==> src/rtl/if_fetch_unit.sv <==
// Instruction-fetch front end for the 8-bit TISC datapath.
// It owns the fetch PC, reads the synchronous program memory, and buffers each
// fetched instruction with its PC and PC+1 in a first-word-fall-through queue
// for decode. A redirect squashes everything in flight and restarts fetch.
//
// Ports:
//   clk, rst        rising-edge clock, synchronous active-high reset
//   imem_rd_en      program-memory read strobe
//   imem_addr       program-memory read address (the current fetch PC)
//   imem_rdata      read data, valid exactly one cycle after imem_rd_en
//   redirect_valid  one-cycle pulse that flushes and restarts fetch
//   redirect_pc     restart address for redirect_valid
//   instr_valid     queue head is valid
//   instr_ready     decode takes the head entry this cycle
//   instr           head instruction (0 when the queue is empty)
//   instr_pc        PC of the head instruction (0 when empty)
//   instr_pc_next   instr_pc + 1, modulo 2^PC_W (0 when empty)
//   q_count         current queue occupancy
module if_fetch_unit #(
  parameter int unsigned PC_W    = 8,
  parameter int unsigned INSTR_W = 16,
  parameter int unsigned DEPTH   = 4
) (
  input  logic                       clk,
  input  logic                       rst,
  output logic                       imem_rd_en,
  output logic [PC_W-1:0]            imem_addr,
  input  logic [INSTR_W-1:0]         imem_rdata,
  input  logic                       redirect_valid,
  input  logic [PC_W-1:0]            redirect_pc,
  output logic                       instr_valid,
  input  logic                       instr_ready,
  output logic [INSTR_W-1:0]         instr,
  output logic [PC_W-1:0]            instr_pc,
  output logic [PC_W-1:0]            instr_pc_next,
  output logic [$clog2(DEPTH):0]     q_count
);

  localparam int unsigned AW = $clog2(DEPTH);
  localparam int unsigned CW = AW + 1;
  localparam logic [CW:0] DEPTH_OCC = (CW+1)'(DEPTH);

  // Fetch state
  logic [PC_W-1:0]    fetch_pc_q, fetch_pc_d;
  logic [PC_W-1:0]    issue_pc_q, issue_pc_d;
  logic               inflight_q, inflight_d;

  // Queue state
  logic [AW-1:0]      wr_ptr_q, wr_ptr_d;
  logic [AW-1:0]      rd_ptr_q, rd_ptr_d;
  logic [CW-1:0]      count_q,  count_d;
  logic [INSTR_W-1:0] instr_mem_q [DEPTH];
  logic [PC_W-1:0]    pc_mem_q    [DEPTH];

  logic               issue;
  logic               push;
  logic               pop;
  logic [CW:0]        occupancy;

  // Occupancy counts the outstanding response so a full queue can never be
  // overrun; a same-cycle pop is deliberately not credited.
  assign occupancy  = {1'b0, count_q} + {{CW{1'b0}}, inflight_q};
  assign issue      = !rst && !redirect_valid && (occupancy < DEPTH_OCC);
  assign imem_rd_en = issue;
  assign imem_addr  = fetch_pc_q;

  assign push = inflight_q && !redirect_valid;
  assign pop  = instr_valid && instr_ready && !redirect_valid;

  // Head fields read zero while the queue is empty.
  assign instr_valid   = (count_q != '0);
  assign instr         = instr_valid ? instr_mem_q[rd_ptr_q] : '0;
  assign instr_pc      = instr_valid ? pc_mem_q[rd_ptr_q] : '0;
  assign instr_pc_next = instr_valid ? pc_mem_q[rd_ptr_q] + PC_W'(1) : '0;
  assign q_count       = count_q;

  always_comb begin
    fetch_pc_d = fetch_pc_q;
    issue_pc_d = issue_pc_q;
    inflight_d = 1'b0;
    wr_ptr_d   = wr_ptr_q;
    rd_ptr_d   = rd_ptr_q;
    count_d    = count_q;

    if (redirect_valid) begin
      fetch_pc_d = redirect_pc;
      wr_ptr_d   = '0;
      rd_ptr_d   = '0;
      count_d    = '0;
    end else begin
      if (issue) begin
        fetch_pc_d = fetch_pc_q + PC_W'(1);
        issue_pc_d = fetch_pc_q;
        inflight_d = 1'b1;
      end
      if (push) begin
        wr_ptr_d = wr_ptr_q + AW'(1);
      end
      if (pop) begin
        rd_ptr_d = rd_ptr_q + AW'(1);
      end
      case ({push, pop})
        2'b10:   count_d = count_q + CW'(1);
        2'b01:   count_d = count_q - CW'(1);
        default: count_d = count_q;
      endcase
    end
  end

  always_ff @(posedge clk) begin
    if (rst) begin
      fetch_pc_q <= '0;
      issue_pc_q <= '0;
      inflight_q <= 1'b0;
      wr_ptr_q   <= '0;
      rd_ptr_q   <= '0;
      count_q    <= '0;
    end else begin
      fetch_pc_q <= fetch_pc_d;
      issue_pc_q <= issue_pc_d;
      inflight_q <= inflight_d;
      wr_ptr_q   <= wr_ptr_d;
      rd_ptr_q   <= rd_ptr_d;
      count_q    <= count_d;
    end
  end

  // Queue storage needs no reset: entries are only observed when counted.
  always_ff @(posedge clk) begin
    if (!rst && push) begin
      instr_mem_q[wr_ptr_q] <= imem_rdata;
      pc_mem_q[wr_ptr_q]    <= issue_pc_q;
    end
  end

endmodule

==> config.mk <==
export PLATFORM = sky130hd
export DESIGN_NAME = if_fetch_unit
export DESIGN_NICKNAME = d
export VERILOG_FILES = /design/src/rtl/if_fetch_unit.sv
export SDC_FILE = /design/constraint.sdc
export NUM_CORES = 1
export LEC_CHECK = 0
export CAP_MARGIN = 40
export CELL_PAD_IN_SITES_DETAIL_PLACEMENT = 0
export CELL_PAD_IN_SITES_GLOBAL_PLACEMENT = 1
export CORE_MARGIN = 2
export CORE_UTILIZATION = 45
export DETAILED_ROUTE_END_ITERATION = 10
export GPL_TIMING_DRIVEN = 1
export PLACE_DENSITY = 0.84
export SLEW_MARGIN = 20
export SYNTH_ARGS = -nofsm -noshare
export SYNTH_HDL_FRONTEND = slang
export SYNTH_SLANG_ARGS = --single-unit
export TNS_END_PERCENT = 50
==> constraint.sdc <==
create_clock -name clk -period 2.7 [get_ports clk]
set_clock_uncertainty 0.2 [all_clocks]
set_input_delay 0.54 -clock clk [delete_from_list [all_inputs] [get_ports clk]]
set_output_delay 0.54 -clock clk [all_outputs]
set_load 0.005 [all_outputs]
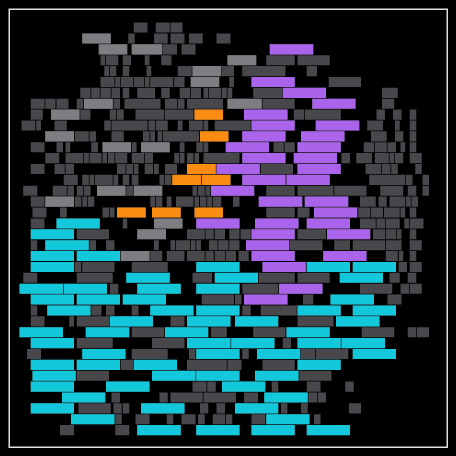
Fig. 1. Where the registers sit (run 1).
Drawn at 4 px/µm. Other sequential cells in the stronger grey, the rest of the logic in the fainter grey.
[instr_mem_q] cyan | flops: 64
[pc_mem_q] purple | flops: 32
[issue_pc_q] orange | flops: 8 | where: centre
post-layout util: 0.619
sequential share of cell area: 0.510
seq pwr: 2.06 mW
Register Area: 3410 µm²

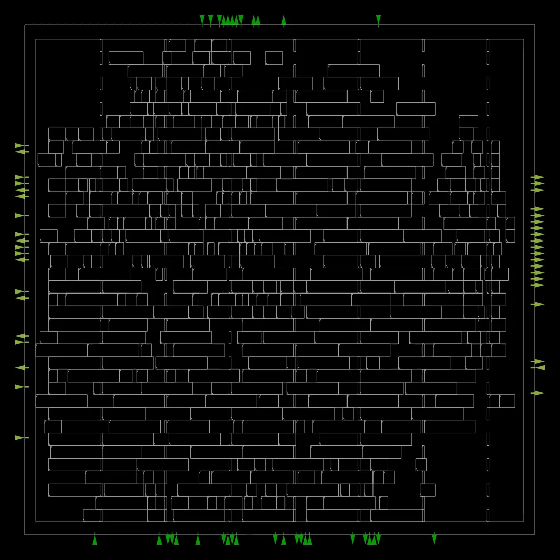
Fig. 2. Placement view (run 1).
Well Taps: 140
Non-Filler Instances: 590

==> flow_metrics.env, run 1 <==
# yosys + openroad results
export IMPL_diodes=0
export IMPL_crit_chain="buf_12, mux4_2, ha_4, buf_6, nand2_4, xor2_1, nor2_1, buf_2"
export IMPL_avgSynthCellArea_um2=15.5
export IMPL_cp_slowest_cell="mux4_2"
export IMPL_crit_buf_inv=3
export IMPL_power_internal_mw=3.36
export IMPL_synthArstFlopShare=0
export IMPL_topCellsByArea="edfxtp_1 (58%), mux4_2 (11%), dfxtp_1 (10%)"
export IMPL_hp_class="flop to flop"
export IMPL_synth_top_cell_by_area="edfxtp_1"
export IMPL_wl_um=9850
export IMPL_grt_pass1_vias=3051
export IMPL_static_leakage_power_nw=2.43
export IMPL_slew_headroom=0.746
export IMPL_met2_usage=0.291
export IMPL_synth_cells_yosys=321
export IMPL_path_depth=8
export IMPL_dpl_hpwl_um=6080
export IMPL_worstHoldEndpoint="issue_pc_q[4]$_SDFFE_PP0P_"
export IMPL_dpl_instance_area_um2=5990
export IMPL_fp_util=0.461
export IMPL_n_sequential_cell=122
export IMPL_netlist_area_um2=4970
export IMPL_largest_reg_flops=64
export IMPL_synth_cell_types=36
export IMPL_clock_cell_area_share=0.0811
export IMPL_synth_nets=357
export IMPL_wl_met1_um=4250
export IMPL_power_top_group="sequential cells"
export IMPL_ys_sh_simple=0.0971
export IMPL_logic_area_um2=1490
export IMPL_powerComb_uw=170
export IMPL_violations="setup timing"
export IMPL_rsz0062_at_grt="true"
export IMPL_final_hold_viol_count=0
export IMPL_clockBufferDepth=2
export IMPL_fin_crit_ns=3.03
export IMPL_drtIter0Drc=174
export IMPL_cts_tree="done"
export IMPL_setup_viol_count_final=25
export IMPL_cts_sinks=122
export IMPL_cts_htree_levels=4
export IMPL_tns_ns=-2.68
export IMPL_viasPerCell=5.10
export IMPL_max_freq_mhz=330
export IMPL_drc=0
export IMPL_nonClkBufAreaFrac=0.153
export IMPL_grt_busiest_layer="met2"
export IMPL_io_pins=73
export IMPL_p_per_area_nw_per_um2=637
export IMPL_sw_frac_of_total=0.211
export IMPL_period_used=1.12
export IMPL_logic_family="multiplexers"
export IMPL_die_h_um=109
export IMPL_required_ns=1.96
export IMPL_final_cell_mix="edfxtp_1 (96), clkdlybuf4s50_1 (38), nor2b_1 (26)"
export IMPL_timing_hold_ws_ns=0.299
export IMPL_mux_share=0.111
export IMPL_stdcell_area_um2=6680
export IMPL_clkbuf_count=18
export IMPL_status="finished with violations"
export IMPL_slew_violations=0
export IMPL_grt_max_degree=34
export IMPL_edf_count=96
export IMPL_seqPwrFrac=0.485
export IMPL_total_power_mw=4.25
export IMPL_gr_usage_met1=0.233
export IMPL_met2WireLength_um=5010
export IMPL_cts_resized=121
export IMPL_peakVddDrop_mv=0.550
export IMPL_switchingPower_uw=895
export IMPL_yosysSeqAreaShare=0.684
export IMPL_reg2reg_setup_slack_ns=0.28
export IMPL_clock_power_share=0.475
export IMPL_via_count=3008
export IMPL_flop_cell="edfxtp_1"
export IMPL_wl_met3_um=493
export IMPL_clkLatencyLatePin_ns=0.51
export IMPL_grt_pass1_wl_um=15700
export IMPL_regMostFlops="instr_mem_q"
export IMPL_dp_cells=543
export IMPL_synth_chip_area_um2=4970
export IMPL_synth_xor_area_share=0.0194
export IMPL_dieWidth_um=109
export IMPL_most_common_cell="edfxtp_1"
export IMPL_slowest_delay_ns=0.56
export IMPL_layout_setup_ws_ns=-0.331
export IMPL_ys_sh_adder=0.0216
export IMPL_compound_area_frac=0.0388
export IMPL_r2r_cells=8
export IMPL_pre_cts_slack_ns=-0.290
export IMPL_num_nonclk_buffers=113
export IMPL_ant_nets=0
export IMPL_reg2reg_from="q_count[1]$_SDFFE_PP0P_"
export IMPL_crit_arrival_ns=2.29
export IMPL_tightest_slew_ns=0.380
export IMPL_comb_area_frac=0.223
export IMPL_cts_root_buf="clkbuf_8"
export IMPL_fill_cells=798
export IMPL_die_area_um2=11900
export IMPL_cts_setup_buffers=12
export IMPL_layout_cells_most_common="edfxtp_1"
export IMPL_gr_usage_met3=0.0484
export IMPL_p_clk_mw=2.02
export IMPL_rows=38
export IMPL_pwr_share_comb=0.040
export IMPL_gp_congestion=0.722
export IMPL_worstHoldStart="issue_pc_q[4]$_SDFFE_PP0P_"
export IMPL_synthTopCellsByCount="edfxtp_1 (96), dfxtp_1 (26), nor2b_1 (26)"
export IMPL_yosysWarnings=0
export IMPL_grt_overflow=0
export IMPL_largestRegisters="instr_mem_q x64, pc_mem_q x32"
export IMPL_cp_end_kind="primary output"
export IMPL_comb_multi_input_count=172
export IMPL_ys_ff=122
export IMPL_portBuffers=72
export IMPL_worstSetupPathType="flop to primary output"
export IMPL_synthCells=321
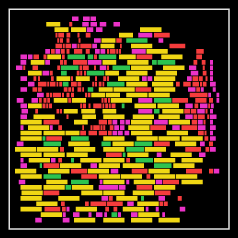
Fig. 3. Cells coloured by class (run 1).
Drawn at 2 px/µm.
[clock drivers and dummy loads] green | cells: 32
[other buffers and delay cells] magenta | cells: 113
[combinational and other logic] red | cells: 183
[flops] yellow | cells: 122

==> run 2, diff against run 1 <==
Settings changed: CAP_MARGIN 40 to 30.
Clock period 2.7 ns to 3.4 ns, I/O delays scaled along.
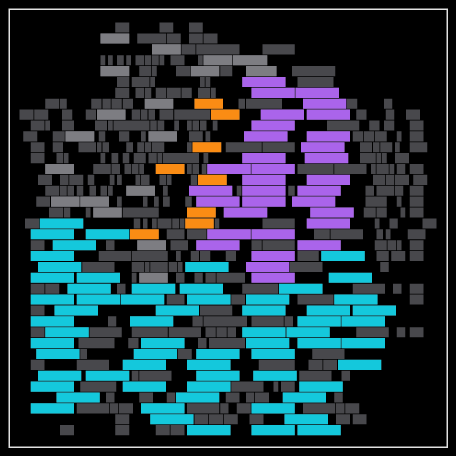
Fig. 4. Where the registers sit (run 2).
Drawn at 4 px/µm. Other sequential cells in the stronger grey, the rest of the logic in the fainter grey.
[pc_mem_q] purple | flops: 32
[instr_mem_q] cyan | flops: 64
[issue_pc_q] orange | flops: 8
seq pwr: 1.64 mW
sequential share of cell area: 0.520

==> flow_metrics.env, run 2 <==
# yosys + openroad results
export IMPL_grt_pass1_vias=2865
export IMPL_taps=140
export IMPL_cts_tree="done"
export IMPL_required_ns=2.52
export IMPL_avgSynthCellArea_um2=15.5
export IMPL_mux_share=0.111
export IMPL_cts_setup_buffers=3
export IMPL_p_clk_mw=1.66
export IMPL_num_nonclk_buffers=96
export IMPL_flop_cell="edfxtp_1"
export IMPL_power_top_group="the clock network"
export IMPL_ys_ff=122
export IMPL_netlist_area_um2=4970
export IMPL_final_hold_viol_count=0
export IMPL_drtIter0Drc=140
export IMPL_logic_area_um2=1450
export IMPL_fill_cells=816
export IMPL_reg2reg_from="q_count[0]$_SDFFE_PP0P_"
export IMPL_setup_viol_count_final=0
export IMPL_yosysWarnings=0
export IMPL_dieWidth_um=109
export IMPL_pwr_share_comb=0.039
export IMPL_tightest_slew_ns=0.420
export IMPL_max_freq_mhz=298
export IMPL_path_depth=6
export IMPL_slew_headroom=0.720
export IMPL_clock_power_share=0.484
export IMPL_nonClkBufAreaFrac=0.142
export IMPL_stdcell_area_um2=6560
export IMPL_gr_usage_met1=0.223
export IMPL_slew_violations=0
export IMPL_r2r_cells=9
export IMPL_cp_end_kind="primary output"
export IMPL_topCellsByArea="edfxtp_1 (58%), mux4_2 (11%), dfxtp_1 (10%)"
export IMPL_ys_sh_simple=0.0971
export IMPL_clockBufferDepth=2
export IMPL_layout_cells_most_common="edfxtp_1"
export IMPL_met2_usage=0.263
export IMPL_dp_cells=536
export IMPL_postLayoutCoreUtil=0.607
export IMPL_ant_nets=0
export IMPL_wl_um=9200
export IMPL_power_internal_mw=2.79
export IMPL_diodes=0
export IMPL_tns_ns=0
export IMPL_slowest_delay_ns=0.57
export IMPL_grt_busiest_layer="met2"
export IMPL_grt_pass1_wl_um=14700
export IMPL_logic_family="multiplexers"
export IMPL_clkbuf_count=19
export IMPL_via_count=2917
export IMPL_reg2reg_setup_slack_ns=0.74
export IMPL_cp_slowest_cell="mux4_2"
export IMPL_wl_met1_um=4230
export IMPL_largestRegisters="instr_mem_q x64, pc_mem_q x32"
export IMPL_crit_buf_inv=1
export IMPL_dpl_hpwl_um=6110
export IMPL_regMostFlops="instr_mem_q"
export IMPL_synth_chip_area_um2=4970
export IMPL_cts_htree_levels=4
export IMPL_cts_sinks=122
export IMPL_p_per_area_nw_per_um2=524
export IMPL_drc=0
export IMPL_final_instance_count_excl_fill=571
export IMPL_worstHoldStart="issue_pc_q[1]$_SDFFE_PP0P_"
export IMPL_largest_reg_flops=64
export IMPL_viasPerCell=5.11
export IMPL_total_power_mw=3.44
export IMPL_seqCellArea_um2=3410
export IMPL_die_area_um2=11900
export IMPL_edf_count=96
export IMPL_switchingPower_uw=646
export IMPL_synth_nets=357
export IMPL_sw_frac_of_total=0.188
export IMPL_hp_class="flop to flop"
export IMPL_io_pins=73
export IMPL_fin_crit_ns=3.35
export IMPL_compound_area_frac=0.0388
export IMPL_dpl_instance_area_um2=5930
export IMPL_status="complete, no violations"
export IMPL_n_sequential_cell=122
export IMPL_layout_setup_ws_ns=0.0498
export IMPL_grt_overflow=0
export IMPL_clock_cell_area_share=0.0842
export IMPL_crit_arrival_ns=2.47
export IMPL_worstHoldEndpoint="issue_pc_q[1]$_SDFFE_PP0P_"
export IMPL_portBuffers=72
export IMPL_fp_util=0.461
export IMPL_synth_cell_types=36
export IMPL_gp_congestion=0.747
export IMPL_synth_cells_yosys=321
export IMPL_static_leakage_power_nw=2.27
export IMPL_powerComb_uw=134
export IMPL_die_h_um=109
export IMPL_peakVddDrop_mv=0.327
export IMPL_ys_sh_adder=0.0216
export IMPL_synthCells=321
export IMPL_seqPwrFrac=0.477
export IMPL_timing_hold_ws_ns=0.298
export IMPL_met2WireLength_um=4460
export IMPL_yosysSeqAreaShare=0.684
export IMPL_final_cell_mix="edfxtp_1 (96), clkdlybuf4s50_1 (69), nor2b_1 (26)"
export IMPL_most_common_cell="edfxtp_1"
export IMPL_gr_usage_met3=0.0400
export IMPL_synthArstFlopShare=0
export IMPL_cts_resized=4
export IMPL_synth_xor_area_share=0.0194
export IMPL_clkLatencyLatePin_ns=0.51
==> run 3, diff against run 2 <==
Settings changed: HOLD_SLACK_MARGIN from default to 0.02.
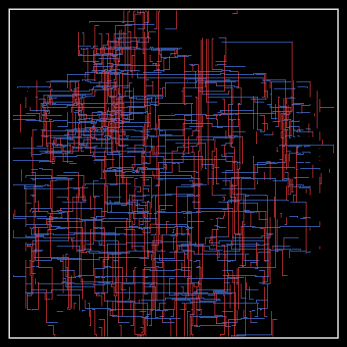
Fig. 5. Wiring by layer (run 3).
Drawn at 3 px/µm. Only two layers are drawn.
[metal 1] blue | wire length: 4230 µm
[metal 2] red | wire length: 4460 µm
gr usage total: 0.168
Post-Route WL: 9200 µm
drt wl/cell: 16.1 µm
vias: 2917

==> flow_metrics.env, run 3 <==
# yosys + openroad results
export IMPL_gp_congestion=0.747
export IMPL_worstHoldEndpoint="issue_pc_q[1]$_SDFFE_PP0P_"
export IMPL_reg2reg_from="q_count[0]$_SDFFE_PP0P_"
export IMPL_p_seq_mw=1.64
export IMPL_ys_sh_simple=0.0971
export IMPL_peakVddDrop_mv=0.327
export IMPL_most_common_cell="edfxtp_1"
export IMPL_slew_headroom=0.720
export IMPL_seqPwrFrac=0.477
export IMPL_taps=140
export IMPL_static_leakage_power_nw=2.27
export IMPL_reg2reg_setup_slack_ns=0.74
export IMPL_met2_usage=0.263
export IMPL_synth_cell_types=36
export IMPL_topCellsByArea="edfxtp_1 (58%), mux4_2 (11%), dfxtp_1 (10%)"
export IMPL_drc=0
export IMPL_nonClkBufAreaFrac=0.142
export IMPL_final_hold_viol_count=0
export IMPL_sw_frac_of_total=0.188
export IMPL_grt_overflow=0
export IMPL_slew_violations=0
export IMPL_cp_end_kind="primary output"
export IMPL_flop_cell="edfxtp_1"
export IMPL_p_clk_mw=1.66
export IMPL_yosysWarnings=0
export IMPL_regMostFlops="instr_mem_q"
export IMPL_synthCells=321
export IMPL_netlist_area_um2=4970
export IMPL_logic_family="multiplexers"
export IMPL_dpl_instance_area_um2=5930
export IMPL_required_ns=2.52
export IMPL_crit_arrival_ns=2.47
export IMPL_dieWidth_um=109
export IMPL_avgSynthCellArea_um2=15.5
export IMPL_postLayoutCoreUtil=0.607
export IMPL_p_per_area_nw_per_um2=524
export IMPL_synthArstFlopShare=0
export IMPL_cts_sinks=122
export IMPL_fin_crit_ns=3.35
export IMPL_r2r_cells=9
export IMPL_status="complete, no violations"
export IMPL_sh_seq_area=0.520
export IMPL_compound_area_frac=0.0388
export IMPL_layout_setup_ws_ns=0.0498
export IMPL_tightest_slew_ns=0.420
export IMPL_layout_cells_most_common="edfxtp_1"
export IMPL_clock_cell_area_share=0.0842
export IMPL_switchingPower_uw=646
export IMPL_gr_usage_met1=0.223
export IMPL_slowest_delay_ns=0.57
export IMPL_crit_buf_inv=1
export IMPL_fill_cells=816
export IMPL_power_top_group="the clock network"
export IMPL_portBuffers=72
export IMPL_num_nonclk_buffers=96
export IMPL_gr_usage_met3=0.0400
export IMPL_synth_chip_area_um2=4970
export IMPL_fp_util=0.461
export IMPL_power_internal_mw=2.79
export IMPL_clkLatencyLatePin_ns=0.51
export IMPL_seqCellArea_um2=3410
export IMPL_clock_power_share=0.484
export IMPL_stdcell_area_um2=6560
export IMPL_dpl_hpwl_um=6110
export IMPL_largest_reg_flops=64
export IMPL_die_h_um=109
export IMPL_yosysSeqAreaShare=0.684
export IMPL_wl_met1_um=4230
export IMPL_synth_nets=357
export IMPL_n_sequential_cell=122
export IMPL_dp_cells=536
export IMPL_final_instance_count_excl_fill=571
export IMPL_ys_sh_adder=0.0216
export IMPL_grt_pass1_wl_um=14700
export IMPL_path_depth=6
export IMPL_io_pins=73
export IMPL_timing_hold_ws_ns=0.298
export IMPL_hp_class="flop to flop"
export IMPL_cp_slowest_cell="mux4_2"
export IMPL_clockBufferDepth=2
export IMPL_grt_pass1_vias=2865
export IMPL_cts_htree_levels=4
No activity file was given, so power comes from the tool's default toggle rates.
